### Cells by drive strength, run 1

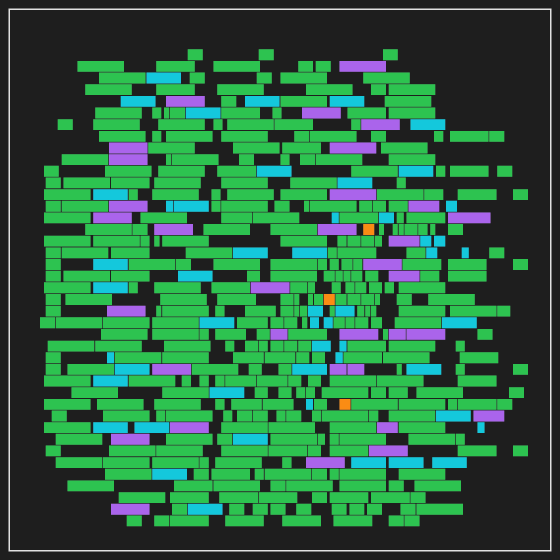
### Cells coloured by class, run 1

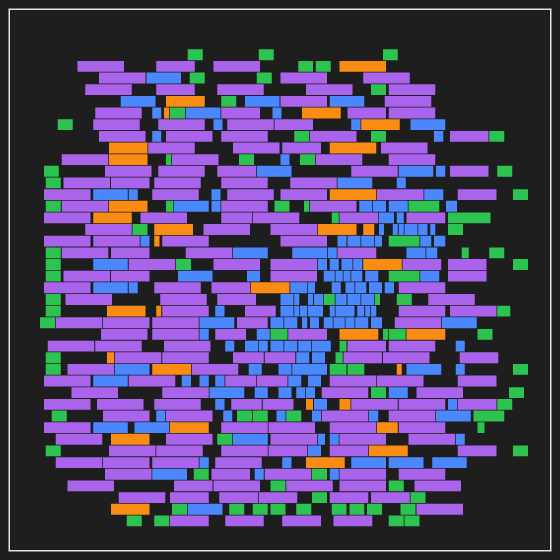
### Routing congestion map, run 1

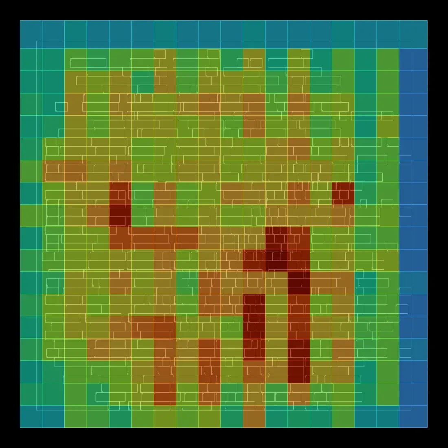
### Cell density map, run 1

Scale bar: 50 um. The die is cut into 13 by 13 equal tiles; dark blue is low, red is high, 0 to 100% covered.
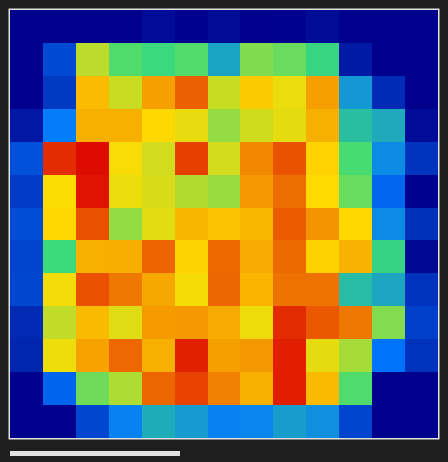
### src/rtl/issue_scheduler_pkg.sv
// -----------------------------------------------------------------------------
// issue_scheduler_pkg
// Shared definitions for the in-order issue scheduler:
//   - instruction field positions (opcode, rd, rs, rt)
//   - opcode constants used by source-operand decode
//   - scheduler FSM state encoding
//   - default bubble (NOP) word
//   - reads_rt(): whether an opcode consumes the rt field as a source
// -----------------------------------------------------------------------------
package issue_scheduler_pkg;

  localparam int OPC_MSB = 31;
  localparam int OPC_LSB = 26;
  localparam int RD_MSB  = 25;
  localparam int RD_LSB  = 21;
  localparam int RS_MSB  = 20;
  localparam int RS_LSB  = 16;
  localparam int RT_MSB  = 15;
  localparam int RT_LSB  = 11;

  localparam logic [5:0] OPC_0  = 6'd0;
  localparam logic [5:0] OPC_1  = 6'd1;
  localparam logic [5:0] OPC_2  = 6'd2;
  localparam logic [5:0] OPC_3  = 6'd3;
  localparam logic [5:0] OPC_4  = 6'd4;
  localparam logic [5:0] OPC_5  = 6'd5;
  localparam logic [5:0] OPC_6  = 6'd6;
  localparam logic [5:0] OPC_7  = 6'd7;
  localparam logic [5:0] OPC_11 = 6'd11;
  localparam logic [5:0] OPC_14 = 6'd14;

  localparam logic [31:0] NOP_WORD = 32'h0000_0000;

  typedef enum logic [1:0] {
    ST_IDLE  = 2'd0,
    ST_RUN   = 2'd1,
    ST_STALL = 2'd2
  } sched_state_e;

  // Only the three-register ALU forms (2..7) read rt. Opcodes 0/1 and the
  // I-type forms reuse bits [15:11] as immediate, so they must not be matched
  // against the scoreboard.
  function automatic logic reads_rt(input logic [5:0] opc);
    logic r;
    case (opc)
      OPC_2, OPC_3, OPC_4, OPC_5, OPC_6, OPC_7: r = 1'b1;
      OPC_0, OPC_1, OPC_11, OPC_14:             r = 1'b0;
      default:                                  r = 1'b0;
    endcase
    return r;
  endfunction

endpackage

### src/rtl/issue_scheduler_fifo.sv
// -----------------------------------------------------------------------------
// sched_fifo
// Synchronous instruction buffer with a synchronous flush. The head entry is
// presented combinationally so the scheduler can decode it in the same cycle.
// Ports:
//   clk, rst (async active-low)
//   push/push_data   write one entry (ignored when full or flushing)
//   pop              drop the head entry (ignored when empty or flushing)
//   flush            discard all entries at the next edge
//   head_data        current head entry (valid when !empty)
//   empty, full      occupancy flags
// -----------------------------------------------------------------------------
module sched_fifo #(
  parameter int DEPTH = 4,
  parameter int WIDTH = 32
) (
  input  logic             clk,
  input  logic             rst,
  input  logic             push,
  input  logic [WIDTH-1:0] push_data,
  input  logic             pop,
  input  logic             flush,
  output logic [WIDTH-1:0] head_data,
  output logic             empty,
  output logic             full
);

  localparam int AW = $clog2(DEPTH);
  localparam logic [AW:0] PTR_ONE = {{AW{1'b0}}, 1'b1};

  // Pointers carry one extra wrap bit to tell full from empty.
  logic [AW:0]      wr_ptr_q, wr_ptr_d;
  logic [AW:0]      rd_ptr_q, rd_ptr_d;
  logic [WIDTH-1:0] mem_q [DEPTH];
  logic [WIDTH-1:0] mem_d [DEPTH];

  assign empty     = (wr_ptr_q == rd_ptr_q);
  assign full      = (wr_ptr_q[AW] != rd_ptr_q[AW]) &&
                     (wr_ptr_q[AW-1:0] == rd_ptr_q[AW-1:0]);
  assign head_data = mem_q[rd_ptr_q[AW-1:0]];

  always_comb begin
    mem_d    = mem_q;
    wr_ptr_d = wr_ptr_q;
    rd_ptr_d = rd_ptr_q;
    if (flush) begin
      rd_ptr_d = wr_ptr_q;
    end else begin
      if (push && !full) begin
        mem_d[wr_ptr_q[AW-1:0]] = push_data;
        wr_ptr_d                = wr_ptr_q + PTR_ONE;
      end
      if (pop && !empty) begin
        rd_ptr_d = rd_ptr_q + PTR_ONE;
      end
    end
  end

  always_ff @(posedge clk or negedge rst) begin
    if (!rst) begin
      wr_ptr_q <= '0;
      rd_ptr_q <= '0;
    end else begin
      wr_ptr_q <= wr_ptr_d;
      rd_ptr_q <= rd_ptr_d;
    end
  end

  // Storage carries no reset; the pointers decide what is valid.
  always_ff @(posedge clk) begin
    mem_q <= mem_d;
  end

endmodule

### src/rtl/issue_scheduler.sv
// -----------------------------------------------------------------------------
// issue_scheduler
// In-order issue stage: buffers incoming instructions and releases the head to
// the pipeline only when none of its source registers is still being produced
// by an in-flight instruction. A PIPE_LAT-deep scoreboard shift register
// records the destination of every issued instruction.
// Ports:
//   clk                sole clock, rising edge
//   rst                asynchronous active-low reset
//   in_valid/in_ready  upstream handshake for in_instr
//   in_instr           opcode[31:26] rd[25:21] rs[20:16] rt[15:11] imm[15:0]
//   flush              synchronous discard of buffered instructions
//   issue_instr        registered word for the pipeline (NOP_INSTR on bubble)
//   issue_valid        issue_instr is a real instruction
//   busy               buffer non-empty or any scoreboard slot valid
//   stall_cnt          (only with ISSUE_SCHEDULER_STATS_EN) saturating count
//                      of cycles spent in STALL
// Optional feature macro: ISSUE_SCHEDULER_STATS_EN
// -----------------------------------------------------------------------------
module issue_scheduler
  import issue_scheduler_pkg::*;
#(
  parameter int          FIFO_DEPTH = 4,
  parameter int          PIPE_LAT   = 3,
  parameter logic [31:0] NOP_INSTR  = NOP_WORD
) (
  input  logic        clk,
  input  logic        rst,
  input  logic        in_valid,
  output logic        in_ready,
  input  logic [31:0] in_instr,
  input  logic        flush,
  output logic [31:0] issue_instr,
  output logic        issue_valid,
`ifdef ISSUE_SCHEDULER_STATS_EN
  output logic [15:0] stall_cnt,
`endif
  output logic        busy
);

  logic        fifo_empty;
  logic        fifo_full;
  logic        push;
  logic        issue;
  logic [31:0] head;

  // Input side: no push while full (even alongside a pop) or while flushing.
  assign in_ready = !fifo_full && !flush;
  assign push     = in_valid && in_ready;

  sched_fifo #(
    .DEPTH (FIFO_DEPTH),
    .WIDTH (32)
  ) u_fifo (
    .clk       (clk),
    .rst       (rst),
    .push      (push),
    .push_data (in_instr),
    .pop       (issue),
    .flush     (flush),
    .head_data (head),
    .empty     (fifo_empty),
    .full      (fifo_full)
  );

  logic [5:0] head_opc;
  logic [4:0] head_rd;
  logic [4:0] head_rs;
  logic [4:0] head_rt;
  logic       head_reads_rt;

  assign head_opc      = head[OPC_MSB:OPC_LSB];
  assign head_rd       = head[RD_MSB:RD_LSB];
  assign head_rs       = head[RS_MSB:RS_LSB];
  assign head_rt       = head[RT_MSB:RT_LSB];
  assign head_reads_rt = reads_rt(head_opc);

  logic [PIPE_LAT-1:0] sb_valid_q, sb_valid_d;
  logic [4:0]          sb_rd_q [PIPE_LAT];
  logic [4:0]          sb_rd_d [PIPE_LAT];
  logic                hazard;

  // The oldest slot is the producer's final cycle: its result is readable by
  // an instruction issuing on that same edge, so it is not compared. This
  // gives a dependent exactly PIPE_LAT cycles of separation.
  always_comb begin
    hazard = 1'b0;
    for (int i = 0; i < PIPE_LAT - 1; i++) begin
      if (sb_valid_q[i] &&
          ((sb_rd_q[i] == head_rs) || (head_reads_rt && (sb_rd_q[i] == head_rt)))) begin
        hazard = 1'b1;
      end
    end
  end

  always_comb begin
    sb_valid_d    = '0;
    sb_valid_d[0] = issue;
    sb_rd_d[0]    = issue ? head_rd : 5'd0;
    for (int i = 1; i < PIPE_LAT; i++) begin
      sb_valid_d[i] = sb_valid_q[i-1];
      sb_rd_d[i]    = sb_rd_q[i-1];
    end
  end

  sched_state_e state_q, state_d;
  logic [31:0]  issue_instr_q, issue_instr_d;
  logic         issue_valid_q, issue_valid_d;
  logic         head_ok;

  assign head_ok = !fifo_empty && !hazard;

  always_comb begin
    state_d       = state_q;
    issue         = 1'b0;
    issue_instr_d = NOP_INSTR;
    issue_valid_d = 1'b0;

    unique case (state_q)
      ST_IDLE: begin
        if (head_ok)          state_d = ST_RUN;
        else if (!fifo_empty) state_d = ST_STALL;
      end
      ST_RUN, ST_STALL: begin
        if (fifo_empty)  state_d = ST_IDLE;
        else if (hazard) state_d = ST_STALL;
        else             state_d = ST_RUN;
      end
      default: state_d = ST_IDLE;
    endcase

    // Flush overrides both the pop and the state decision; the scoreboard
    // still shifts so in-flight results stay honoured.
    if (flush) begin
      state_d = ST_IDLE;
    end else if (head_ok) begin
      issue         = 1'b1;
      issue_instr_d = head;
      issue_valid_d = 1'b1;
    end
  end

  always_ff @(posedge clk or negedge rst) begin
    if (!rst) begin
      state_q       <= ST_IDLE;
      issue_instr_q <= NOP_INSTR;
      issue_valid_q <= 1'b0;
      sb_valid_q    <= '0;
    end else begin
      state_q       <= state_d;
      issue_instr_q <= issue_instr_d;
      issue_valid_q <= issue_valid_d;
      sb_valid_q    <= sb_valid_d;
    end
  end

  // Destination tags are qualified by sb_valid_q and need no reset.
  always_ff @(posedge clk) begin
    sb_rd_q <= sb_rd_d;
  end

  assign issue_instr = issue_instr_q;
  assign issue_valid = issue_valid_q;
  assign busy        = !fifo_empty || (|sb_valid_q);

`ifdef ISSUE_SCHEDULER_STATS_EN
  logic [15:0] stall_cnt_q, stall_cnt_d;

  function automatic logic [15:0] sat_inc16(input logic [15:0] v);
    return (v == 16'hFFFF) ? v : v + 16'd1;
  endfunction

  always_comb begin
    stall_cnt_d = stall_cnt_q;
    if (state_q == ST_STALL) stall_cnt_d = sat_inc16(stall_cnt_q);
  end

  always_ff @(posedge clk or negedge rst) begin
    if (!rst) stall_cnt_q <= 16'd0;
    else      stall_cnt_q <= stall_cnt_d;
  end

  assign stall_cnt = stall_cnt_q;
`endif

endmodule

### config.mk
export PLATFORM = sky130hd
export DESIGN_NAME = issue_scheduler
export DESIGN_NICKNAME = d
export VERILOG_FILES = /design/src/rtl/issue_scheduler_pkg.sv /design/src/rtl/issue_scheduler_fifo.sv /design/src/rtl/issue_scheduler.sv
export SDC_FILE = /design/constraint.sdc
export NUM_CORES = 1
export LEC_CHECK = 0
export CAP_MARGIN = 20
export CORE_MARGIN = 5
export CORE_UTILIZATION = 50
export DETAILED_ROUTE_END_ITERATION = 16
export GPL_ROUTABILITY_DRIVEN = 0
export GPL_TIMING_DRIVEN = 0
export PLACE_DENSITY = 0.82
export SLEW_MARGIN = 5
export SYNTH_ARGS = -nofsm -noshare
export SYNTH_HDL_FRONTEND = slang
export SYNTH_SLANG_ARGS = --single-unit
### constraint.sdc
create_clock -name clk -period 4 [get_ports clk]
set_clock_uncertainty 0.05 [all_clocks]
set_input_delay 0.8 -clock clk [delete_from_list [all_inputs] [get_ports clk]]
set_output_delay 0.8 -clock clk [all_outputs]
set_load 0.05 [all_outputs]
==> impl_metrics.toml, run 1 <==
# generated from flow reports
[run_status]
run_status = "finished clean"

[floorplanning]
core_util_floorplan = 0.508
floorplan.die_area_um2 = 15900
die_width_um = 126
dieHeight_um = 126

[route]
detailed_route_wire_length_um = 12800

[clock_network]
cts_root_buf = "sky130_fd_sc_hd__clkbuf_16"
cts_setup_buffers = 0
number_of_clock_sinks = 179
cts-hold-fix-buffers = 0
clkSlewWorstSetupHoldPaths_ns = 0.06

[pwr]
p_leak_uw = 0.00298

[worst_setup_path]
worst_r2r_endpoint = "u_fifo.mem_q[66]"
critPathLaunchType = "register"
r2r_cells = 8
reg2reg_setup_slack_ns = 0.80
setup.worst_path.class = "register to primary output"
worstSetupStartpoint = "u_fifo.rd_ptr_q[1]"
path_max_fanout = 10
crit_path_max_incr_delay_ns = 0.45
timing.critical_path.cells = "clkbuf_1 -> buf_2 -> buf_2 -> xor2_1 -> nor3_2 -> nand2_1 -> dlygate4sd2_1"

[logic_synthesis]
edf_count = 128
yosys_warnings = 0
syn_area_um2 = 6730
synth_sequential_area_ratio = 0.753
synth.area.top_cells = "sky130_fd_sc_hd__edfxtp_1 (57%), sky130_fd_sc_hd__dfrtp_1 (15%), sky130_fd_sc_hd__mux4_2 (11%), sky130_fd_sc_hd__and2_1 (3.5%), sky130_fd_sc_hd__dfxtp_1 (3.0%)"

[timing]
rsz0062_at_grt = "no"
max_freq_mhz = 263
count_of_final_max_slew_check_failures = 0

[global_route]
globalRouteOverflowTotal = 0

[layout]
synthToLayoutAreaGrowth_pct = 24.8
## Picture notes: 'Cells by drive strength'
colour	size	cells	share
cyan	drive 2	50	11%
green	drive 1 or less	366	81%
orange	drive 3 to 4	3	0.66%
purple	drive 6 and up	33	7.3%

## Picture notes: 'Cells coloured by class'
colour	class	cells	share of their area
green	other buffers and delay cells	88	11%
purple	flops	179	62%
blue	all other logic	153	19%
orange	clock drivers and dummy loads	32	7.9%
core footprint: 13200 um2
post-layout utilization of the core: 0.635

## Picture notes: 'Routing congestion map'
met3 routing resource usage after global routing: 0.0461
global-route total usage across every layer: 0.173
highest-utilization routing layer at the global route stage: met2

## Picture notes: 'Cell density map'
tiles over 75% full	37%
emptiest ninth of the die	north-east
nearly empty tiles	14%
densest ninth of the die	centre

[run 1: sequential cells by signal, summed over array words and instances (netlist names)]
name and flops:
sb_rd_d 10, u_fifo.rd_ptr_q 3, sb_valid_q 3, u_fifo.mem_q 128, issue_instr 32, u_fifo.wr_ptr_q 3
[run 1: cell families (layout without fill, tap and decap cells)]
kind of cell / Yosys count / in the layout / share of synthesized area
compound gates: 15 / 15 / 0.0171
xor+xnor: 25 / 25 / 0.0325
fa+ha+maj: 5 / 5 / 0.00929
buf+inv: 16 / 123 / 0.0147
flops: 179 / 179 / 0.753
mux: 32 / 32 / 0.107
simple gates: 73 / 73 / 0.0663
[run 1: where the power goes]
group	internal, uW	switching, uW	leakage, uW
Combinational	939	1310	0.000902
Sequential	2360	152	0.00177
Clock	1110	647	0.000309
Total	4400	2110	0.00298
[run 1: metrics by stage]
stage / hold WS, ns / setup WS [ns] / cells / area [um2]
4_1_cts: 0.236 / 0.0458 / 628 / 8410
6_report: 0.242 / 0.198 / 628 / 8400
5_1_grt: 0.261 / 0.00425 / 628 / 8400
3_3_place_gp: 0.336 / 0.0678 / 591 / 7650
3_5_place_dp: 0.337 / 0.204 / 596 / 7760
2_1_floorplan: 0.324 / 0.378 / 345 / 6730
[run 1: per-layer routing]
metal | global-route usage | vias to the layer above | wire length, um
met5 | 0 | - | 0
met4 | 0.0726 | 0 | 337
met3 | 0.0461 | 29 | 671
met2 | 0.293 | 121 | 6720
met1 | 0.212 | 1729 | 5110
li1 | - | 1515 | -
[run 1: cell type report]
class,instances,area [um2]
plain buffers,13,87.6
inverters,3,11.3
clock inverters,7,115
repair buffers,75,797
clock buffers,25,529
well taps,176,220
multi-input cells,150,1570
flip-flops and latches,179,5070
fillers,941,4840
--- run 2 (diff from run 1) ---
--- a/config.mk
+++ b/config.mk
@@ -5,7 +5,6 @@
 export SDC_FILE = /design/constraint.sdc
 export NUM_CORES = 1
 export LEC_CHECK = 0
-export CAP_MARGIN = 20
 export CORE_MARGIN = 5
 export CORE_UTILIZATION = 50
 export DETAILED_ROUTE_END_ITERATION = 16
### Cells coloured by class, run 2

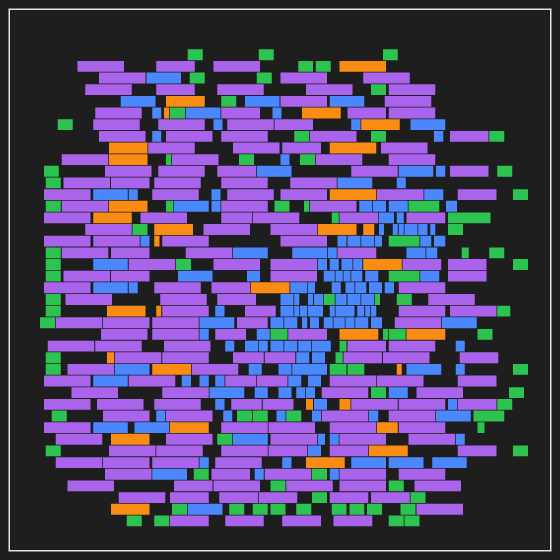
colour	class	cells	share of their area
orange	clock drivers and dummy loads	32	7.9%
green	other buffers and delay cells	88	11%
purple	flops	179	62%
blue	all other logic	153	19%
row cnt: 42
Final Instance Area: 8400 um2

==> impl_metrics.toml, run 2 <==
# generated from flow reports
[clock_network]
cts_setup_buffers = 0
number_of_clock_sinks = 179
clkSlewWorstSetupHoldPaths_ns = 0.06

[worst_setup_path]
reg2reg_setup_slack_ns = 0.80
path_max_fanout = 10

[logic_synthesis]
yosys-mux-area-fraction = 0.107
edf_count = 128
synth.cellmix.adderShare = 0.00929

[pwr]
p_leak_uw = 0.00298

[timing]
rsz0062_at_grt = "no"
count_of_final_max_slew_check_failures = 0
postLayoutSetupSlackWorst_ns = 0.198
timing.hold.ws_ns = 0.242
max_freq_mhz = 263

[floorplanning]
nWellTaps = 176
die_width_um = 126

[layout]
layout.core_utilization = 0.635
combAreaFraction = 0.187
final-clk-cell-share = 0.0767
signal_buffers = 88
largest_register_ffs = 128
layout.nonclk_buf_frac = 0.105
regArea_um2 = 5070
final_cells = 628
fillCellCount = 941

[run_status]
run_status = "finished clean"

[route]
route.top_layer_used = "met4"
detailed_route_wire_length_um = 12800
m1WireLength_um = 5110

[placement]
postPlaceCellArea_um2 = 7760
### Signal metal coverage by tile, run 2

Scale bar: 50 um. The die is cut into 25 by 25 equal tiles; dark blue is low, red is high, scaled to the fullest tile. Values are wire area over tile area, all layers added.
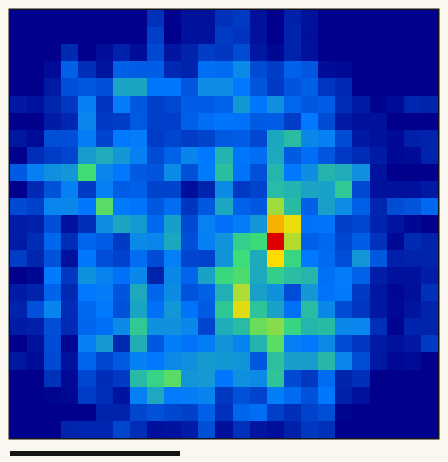
tiles over half the peak	2.4%
densest ninth of the die	centre
emptiest ninth of the die	north-east
mean over tiles	0.13

[run 2: cell counts after synthesis]
No cell type changed its count.
[run 2: where the power goes]
| part | leakage, uW | internal, uW | switching (uW) |
|---|---|---|---|
| Sequential | 0.00177 | 2360 | 152 |
| Clock | 0.000309 | 1110 | 647 |
| Combinational | 0.000902 | 939 | 1310 |
[run 2: worst max-delay path, stage by stage, from the launching register on]
cell and delay (ns):
sky130_fd_sc_hd__dfrtp_1 0.35, sky130_fd_sc_hd__clkbuf_1 0.37, sky130_fd_sc_hd__buf_2 0.37, sky130_fd_sc_hd__buf_2 0.34, sky130_fd_sc_hd__xor2_1 0.15, sky130_fd_sc_hd__nor3_2 0.35
sky130_fd_sc_hd__nand2_1 0.15, sky130_fd_sc_hd__dlygate4sd2_1 0.45
[run 2: repair_timing]
action / CTS / global route
pin swaps: 0 / 0
endpoints found under the setup margin: 2 / 1
resized: 3 / 2
[run 2: how the worst max path moves through the flow]
stage,from,endpoint,slack [ns]
final,u_fifo.rd_ptr_q[1],busy,0.20
after floorplan,u_fifo.rd_ptr_q[1],u_fifo.mem_q[0],0.38
after detailed placement,u_fifo.rd_ptr_q[1],busy,0.20
after global placement,u_fifo.rd_ptr_q[1],u_fifo.mem_q[23],0.07
after CTS,u_fifo.rd_ptr_q[1],in_ready,0.05
after global routing,u_fifo.rd_ptr_q[1],busy,0.004
[run 2: routing by layer]
metal  vias to the layer above  global-route usage
met5                         -                   0
met4                         0              0.0726
met3                        29              0.0461
met2                       121               0.293
met1                      1729               0.212
li1                       1515                   -
[run 2: cells by family after synthesis]
kind of cell	after synthesis
multiplexers	32
XOR/XNOR	25
AND-OR/OR-AND	15
AND/OR/NAND/NOR	73
flip-flops	179
buffers and inverters	16
adder cells (fa/ha/maj)	5
Power is estimated from default activity; no workload was simulated.
